==> config.mk <==
export PLATFORM = sky130hd
export DESIGN_NAME = calendar_date
export DESIGN_NICKNAME = d
export VERILOG_FILES = /design/src/rtl/calendar_date.sv
export SDC_FILE = /design/constraint.sdc
export NUM_CORES = 1
export LEC_CHECK = 0
export ABC_AREA = 1
export CAP_MARGIN = 5
export CORE_MARGIN = 5
export CORE_UTILIZATION = 35
export CTS_CLUSTER_DIAMETER = 40
export DETAILED_ROUTE_END_ITERATION = 8
export DONT_BUFFER_PORTS = 1
export MAX_ROUTING_LAYER = met4
export PLACE_DENSITY_LB_ADDON = 0.3
export SLEW_MARGIN = 20
export SYNTH_ARGS = -nofsm -noshare
export SYNTH_HDL_FRONTEND = slang
export SYNTH_SLANG_ARGS = --single-unit
==> constraint.sdc <==
create_clock -name clk -period 2.8 [get_ports clk]
set_clock_uncertainty 0.2 [all_clocks]
set_input_delay 0.42 -clock clk [delete_from_list [all_inputs] [get_ports clk]]
set_output_delay 0.42 -clock clk [all_outputs]
set_load 0.02 [all_outputs]
==> src/rtl/calendar_date.sv <==
// ============================================================================
// Module   : calendar_date
// Brief    : Day/month/year counter (2000..2099) with validated load and a
//            dow_adv pulse for the day-of-week counter. Optional BCD outputs
//            are enabled with the CAL_BCD_OUT_EN macro.
// Revision : 1.0 - initial release
// ============================================================================
`default_nettype none

module calendar_date #(
    parameter int YEAR_W    = 7,
    parameter int RST_DATE  = 1,
    parameter int RST_MONTH = 1,
    parameter int RST_YEAR  = 0
) (
    input  logic              clk,
    input  logic              clear,
    input  logic              tick_in,
    input  logic              load,
    input  logic [4:0]        load_date,
    input  logic [3:0]        load_month,
    input  logic [YEAR_W-1:0] load_year,
    output logic [4:0]        date,
    output logic [3:0]        month,
    output logic [YEAR_W-1:0] year,
    output logic              leap,
    output logic              dow_adv,
    output logic              year_wrap,
    output logic              load_err
`ifdef CAL_BCD_OUT_EN
    ,
    output logic [7:0]        date_bcd,
    output logic [7:0]        month_bcd,
    output logic [7:0]        year_bcd
`endif
);

    localparam logic [YEAR_W-1:0] c_YEAR_MAX = YEAR_W'(99);

    logic [4:0]        r_date;
    logic [3:0]        r_month;
    logic [YEAR_W-1:0] r_year;
    logic              r_dow_adv;
    logic              r_year_wrap;
    logic              r_load_err;

    logic [4:0]        w_nxt_date;
    logic [3:0]        w_nxt_month;
    logic [YEAR_W-1:0] w_nxt_year;
    logic              w_nxt_dow_adv;
    logic              w_nxt_year_wrap;
    logic              w_nxt_load_err;
    logic              w_leap;
    logic              w_load_ok;

    // Out-of-range months fall into the 31-day default so a corrupted month
    // still rolls over cleanly on the next tick.
    function automatic logic [4:0] last_day(input logic [3:0] m, input logic lp);
        case (m)
            4'd4, 4'd6, 4'd9, 4'd11: last_day = 5'd30;
            4'd2:                    last_day = lp ? 5'd29 : 5'd28;
            default:                 last_day = 5'd31;
        endcase
    endfunction

    assign w_leap = (r_year[1:0] == 2'b00);

    assign w_load_ok = (load_month >= 4'd1) && (load_month <= 4'd12) &&
                       (load_year <= c_YEAR_MAX) && (load_date != 5'd0) &&
                       (load_date <= last_day(load_month, load_year[1:0] == 2'b00));

    always_comb begin
        w_nxt_date      = r_date;
        w_nxt_month     = r_month;
        w_nxt_year      = r_year;
        w_nxt_dow_adv   = 1'b0;
        w_nxt_year_wrap = 1'b0;
        w_nxt_load_err  = 1'b0;
        if (load) begin
            // A coincident tick is deliberately dropped here.
            if (w_load_ok) begin
                w_nxt_date  = load_date;
                w_nxt_month = load_month;
                w_nxt_year  = load_year;
            end else begin
                w_nxt_load_err = 1'b1;
            end
        end else if (tick_in) begin
            w_nxt_dow_adv = 1'b1;
            if (r_date < last_day(r_month, w_leap)) begin
                w_nxt_date = r_date + 5'd1;
            end else begin
                w_nxt_date = 5'd1;
                if (r_month < 4'd12) begin
                    w_nxt_month = r_month + 4'd1;
                end else begin
                    w_nxt_month = 4'd1;
                    if (r_year < c_YEAR_MAX) begin
                        w_nxt_year = r_year + YEAR_W'(1);
                    end else begin
                        w_nxt_year      = '0;
                        w_nxt_year_wrap = 1'b1;
                    end
                end
            end
        end
    end

    always_ff @(posedge clk) begin
        if (clear) begin
            r_date      <= 5'(RST_DATE);
            r_month     <= 4'(RST_MONTH);
            r_year      <= YEAR_W'(RST_YEAR);
            r_dow_adv   <= 1'b0;
            r_year_wrap <= 1'b0;
            r_load_err  <= 1'b0;
        end else begin
            r_date      <= w_nxt_date;
            r_month     <= w_nxt_month;
            r_year      <= w_nxt_year;
            r_dow_adv   <= w_nxt_dow_adv;
            r_year_wrap <= w_nxt_year_wrap;
            r_load_err  <= w_nxt_load_err;
        end
    end

    assign date      = r_date;
    assign month     = r_month;
    assign year      = r_year;
    assign leap      = w_leap;
    assign dow_adv   = r_dow_adv;
    assign year_wrap = r_year_wrap;
    assign load_err  = r_load_err;

`ifdef CAL_BCD_OUT_EN
    logic [7:0] r_date_bcd;
    logic [7:0] r_month_bcd;
    logic [7:0] r_year_bcd;

    function automatic logic [7:0] to_bcd(input logic [6:0] v);
        to_bcd = {4'(v / 7'd10), 4'(v % 7'd10)};
    endfunction

    // Converted from the next-state values so BCD and binary change together.
    always_ff @(posedge clk) begin
        if (clear) begin
            r_date_bcd  <= to_bcd(7'(RST_DATE));
            r_month_bcd <= to_bcd(7'(RST_MONTH));
            r_year_bcd  <= to_bcd(7'(RST_YEAR));
        end else begin
            r_date_bcd  <= to_bcd({2'b00, w_nxt_date});
            r_month_bcd <= to_bcd({3'b000, w_nxt_month});
            r_year_bcd  <= to_bcd(7'(w_nxt_year));
        end
    end

    assign date_bcd  = r_date_bcd;
    assign month_bcd = r_month_bcd;
    assign year_bcd  = r_year_bcd;
`endif

endmodule

`default_nettype wire

==> CHANGELOG.md <==
## Flow update

* Yosys warnings at 0
* Largest net degree at the start of global routing at 18
* Worst skew pair latency at between 0.2 and 0.3 ns
* Distinct lib cells used at 30
* Worst hold-check path type: in -> reg
* Synthesized Nets at roughly 270
* Worst Hold Depth at 1
* Syn avg cell area at 6.20 µm²
* Full die area at ~5700 µm²
* HP Start: clear
* Crit path required time at about 2.8 ns
* Post-CTS sizing at 0
* Max-slew violations at 0
* Tot Pwr at between 600 and 700 µW
* Commonest Layout Cell: nand2_1
* Post-route clock period utilization at 85.9%
* Starting density of the core at 36.7%
* Final hold vios at 0
* Clock buffer depth at 2
* # clock sinks at 19
* GRT overflow at 0
* Postcts setup bufs at 0
* Worst R2R Path Depth at 12
* Routability cong. at roughly 0.80
* VDD IR max at around 0.18 mV
* Setup crit end kind: register
* Power density over cell area at about 430 nW/µm²
* Post-layout min period at 2.40 ns
* Setup TNS at 0 ns
* Fmax at slightly above 400 MHz
* Non-filler cells, final at about 300
* Antenna violations before repair at 0
* Residual DRC at 0
* Most numerous logic cells after layout: 66 x nand2_1, 34 x nor2_1, 33 x inv_1
* Synthesized cell area at 1490 µm²
* R2R setup slack at around 0.66 ns
* Yosys cell count at between 200 and 250
* N_diodes at 0
* Post-synth seq share at 25.5%
* Fin nets at between 200 and 300
* Status: finished, final reports clean
* TritonCTS Buffers at 3
* Die Ht at roughly 75 µm
* Crit-path max FO at 16
* Worst reg2reg startpoint: month[0]$_SDFFE_PP1P_
* DPL Wire Length at approximately 3000 µm
* Count of library flops with an enable pin at 0
* Layout cells sized above 1 at 7.32%
* Die Wd at approximately 75 µm
* DRT Pass-1 Iters at 4
* Reg2reg end: year[2]$_SDFFE_PP0P_
* Max-Cap Viols at 0
* Final tally of setup violations at 0
* H-tree depth at 1
* Row count at 23
* Stage-log warning count at 30
* Vias in the first global route at around 1,300
* Number of hold buffers added after cts at 0
* Drt via density at 4.96
* CTS root buffer: clkbuf_8
* Leakage power total at between 0.0008 and 0.0009 µW
* DRT antenna net count at 0
* Area Overhead vs Synth at 8.40%
* Design area at 1610 µm²
* Chip area line of the yosys report at approximately 1500 µm²
* Relative slew margins at about two thirds
* Ys async rst share at 0%
* Initial drt markers at ~110
* Hold Path End: dow_adv$_SDFF_PP0_
* Worst Max-Slew Pin Slew at between 0.4 and 0.5 ns
* CP Data Arrival Time at about 2.4 ns
* CTS tree: done
* Critical path type: in -> reg
* Dominant synthesized flop cell: dfxtp_1
* Mapped Cells at ~240
* RSZ-0062 raised after global routing: no
* Post-Place Cells at approximately 300
* Core Area at 4060 µm²
* Yosys reg bits at 19
* Crit start category: primary input
* Dpl cell area at ~1600 µm²
* Clk pin slew, worst setup/hold paths at roughly 0.080 ns
* First-pass GRT wire length at just over 6000 µm
[worst max path at each step]
| stage | startpoint | end | slack, ns |
|---|---|---|---|
| after floorplan | load_month[2] | year[0]$_SDFFE_PP0P_ | 0.49 |
| after global placement | load_month[1] | year[2]$_SDFFE_PP0P_ | 0.26 |
| after detailed placement | load_month[1] | year[2]$_SDFFE_PP0P_ | 0.10 |
| after CTS | load_month[1] | year[2]$_SDFFE_PP0P_ | 0.38 |
| after global routing | load_month[1] | year[2]$_SDFFE_PP0P_ | 0.10 |
| final | load_month[1] | year[2]$_SDFFE_PP0P_ | 0.40 |
[flip-flops by register name (all words and copies together) (netlist names)]
register / cells
date: 5
year: 7
dow_adv: 1
year_wrap: 1
month: 4
load_err: 1
[area by class of cell]
type	instances	area, µm²
clock buffers	4	45.0
fillers	437	2440
inverters	35	131
multi-input cells	182	950
flip-flops and latches	19	380
well taps	50	62.6
repair buffers	6	45.0
[routing by layer]
layer	up-vias	track usage (%)	part of all wire, %
met5	-	-	0
met4	0	3.50	0.95
met3	2	4.94	8.7
met2	42	21.9	45
met1	650	19.2	45
li1	774	-	-
[power by group]
group          switching [µW]  internal [µW]
Clock                    95.9            101
Sequential               40.0            290
Combinational             106           63.5
[metrics by stage]
stage	hold slack, ns	setup WS, ns
floorplan	0.304	0.488
global placement	0.331	0.262
detailed placement	0.330	0.103
CTS	0.0482	0.375
global route	0.0398	0.101
finish	0.0485	0.396
[synth_stat cells, types with 2 or more instances]
library cell  number  area share [%]
dfxtp_1           19              26
inv_2              2            0.50
nand2_1           66              17
nor2_1            34             8.6
o21ai_0           16             5.4
inv_1             33             8.3
xnor2_1            3             1.8
nand4_1            5             2.1
nand3_1           18             6.1
xor2_1             4             2.4
a21oi_1            9             3.0
nand3_2            2             1.3
ha_1              10             8.4
nor3_1             2            0.67
a22oi_1            2             1.0
[critical path: stages]
cell	delay [ns]
inv_1	0.05
nor4_1	0.35
o21ai_0	0.16
o211a_1	0.14
ha_1	0.26
nand2_1	0.05
nand3_1	0.14
nand4_4	0.16
nand2_4	0.19
nand3_2	0.23
nand2_1	0.12
nand2_1	0.05
nor2_1	0.10
[logic make-up after synthesis]
group	share of synthesized area, %
xor+xnor	4.12
compound gates	11.0
buf+inv	10.7
flops	25.5
fa+ha+maj	8.40
simple gates	40.3
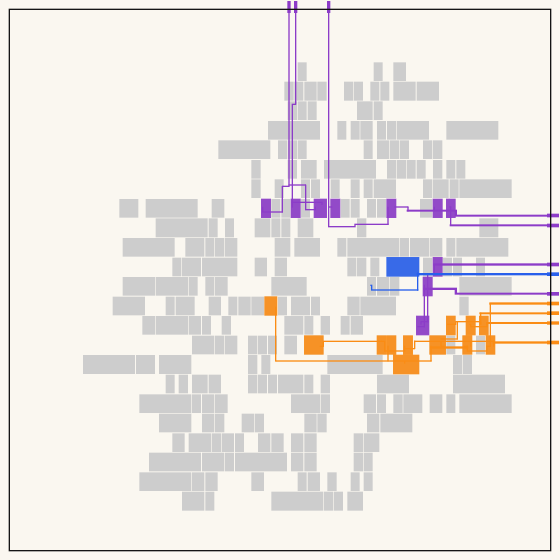
*Wires at chosen ports, followed through buffers*
colour	port	bits	direction	end cells	buffers	wire
orange	`load_month`	4	input	12	0	128 µm
blue	`leap`	1	output	1	0	27.8 µm
purple	`load_year`	7	input	10	0	203 µm
Port Buf Inserts: 0
IO Count: 40

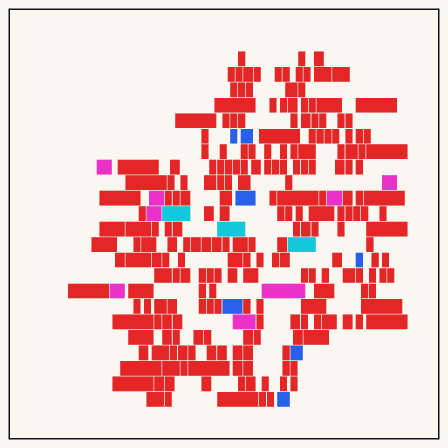
*Drive-strength map*
colour	size	cells	share
blue	drive 2	7	2.8%
cyan	drive 6 and up	3	1.2%
red	drive 1 or less	228	93%
magenta	drive 3 to 4	8	3.3%

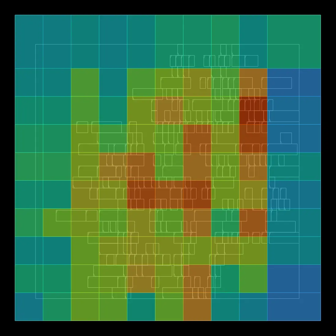
*Track usage over the die*
WL/cell: 12.8 µm
met1 Usage GRT: 19.2%
met2 Track Usage GR: 21.9%
post-layout util: 39.8%
overall routing resource usage: 14.7%

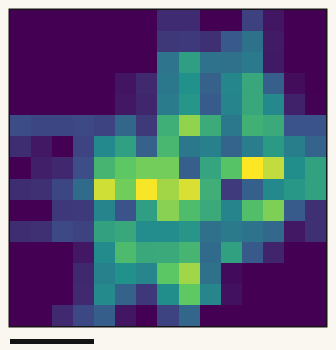
*Routed metal per tile*
Bar = 20 µm. The die is cut into 15 by 15 equal tiles; dark purple is low, yellow is high, scaled to the fullest tile. Values are wire area over tile area, all layers added.
fullest tile	0.41
mean over tiles	0.11
tiles over half the peak	21%
emptiest ninth of the die	top left
nearly empty tiles	32%
Post-Route WL: 3800 µm
vias: 1,468

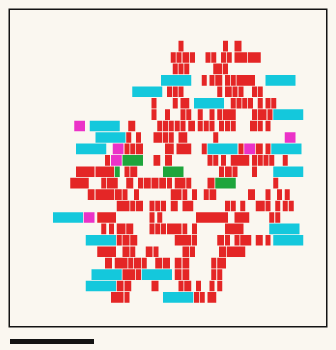
*Cell classes on the final placement*
Bar = 20 µm.
colour	class	cells
green	clock drivers and dummy loads	4
red	all other logic	217
magenta	other buffers and delay cells	6
cyan	flip-flops	19

Power is estimated from default activity; no workload was simulated.
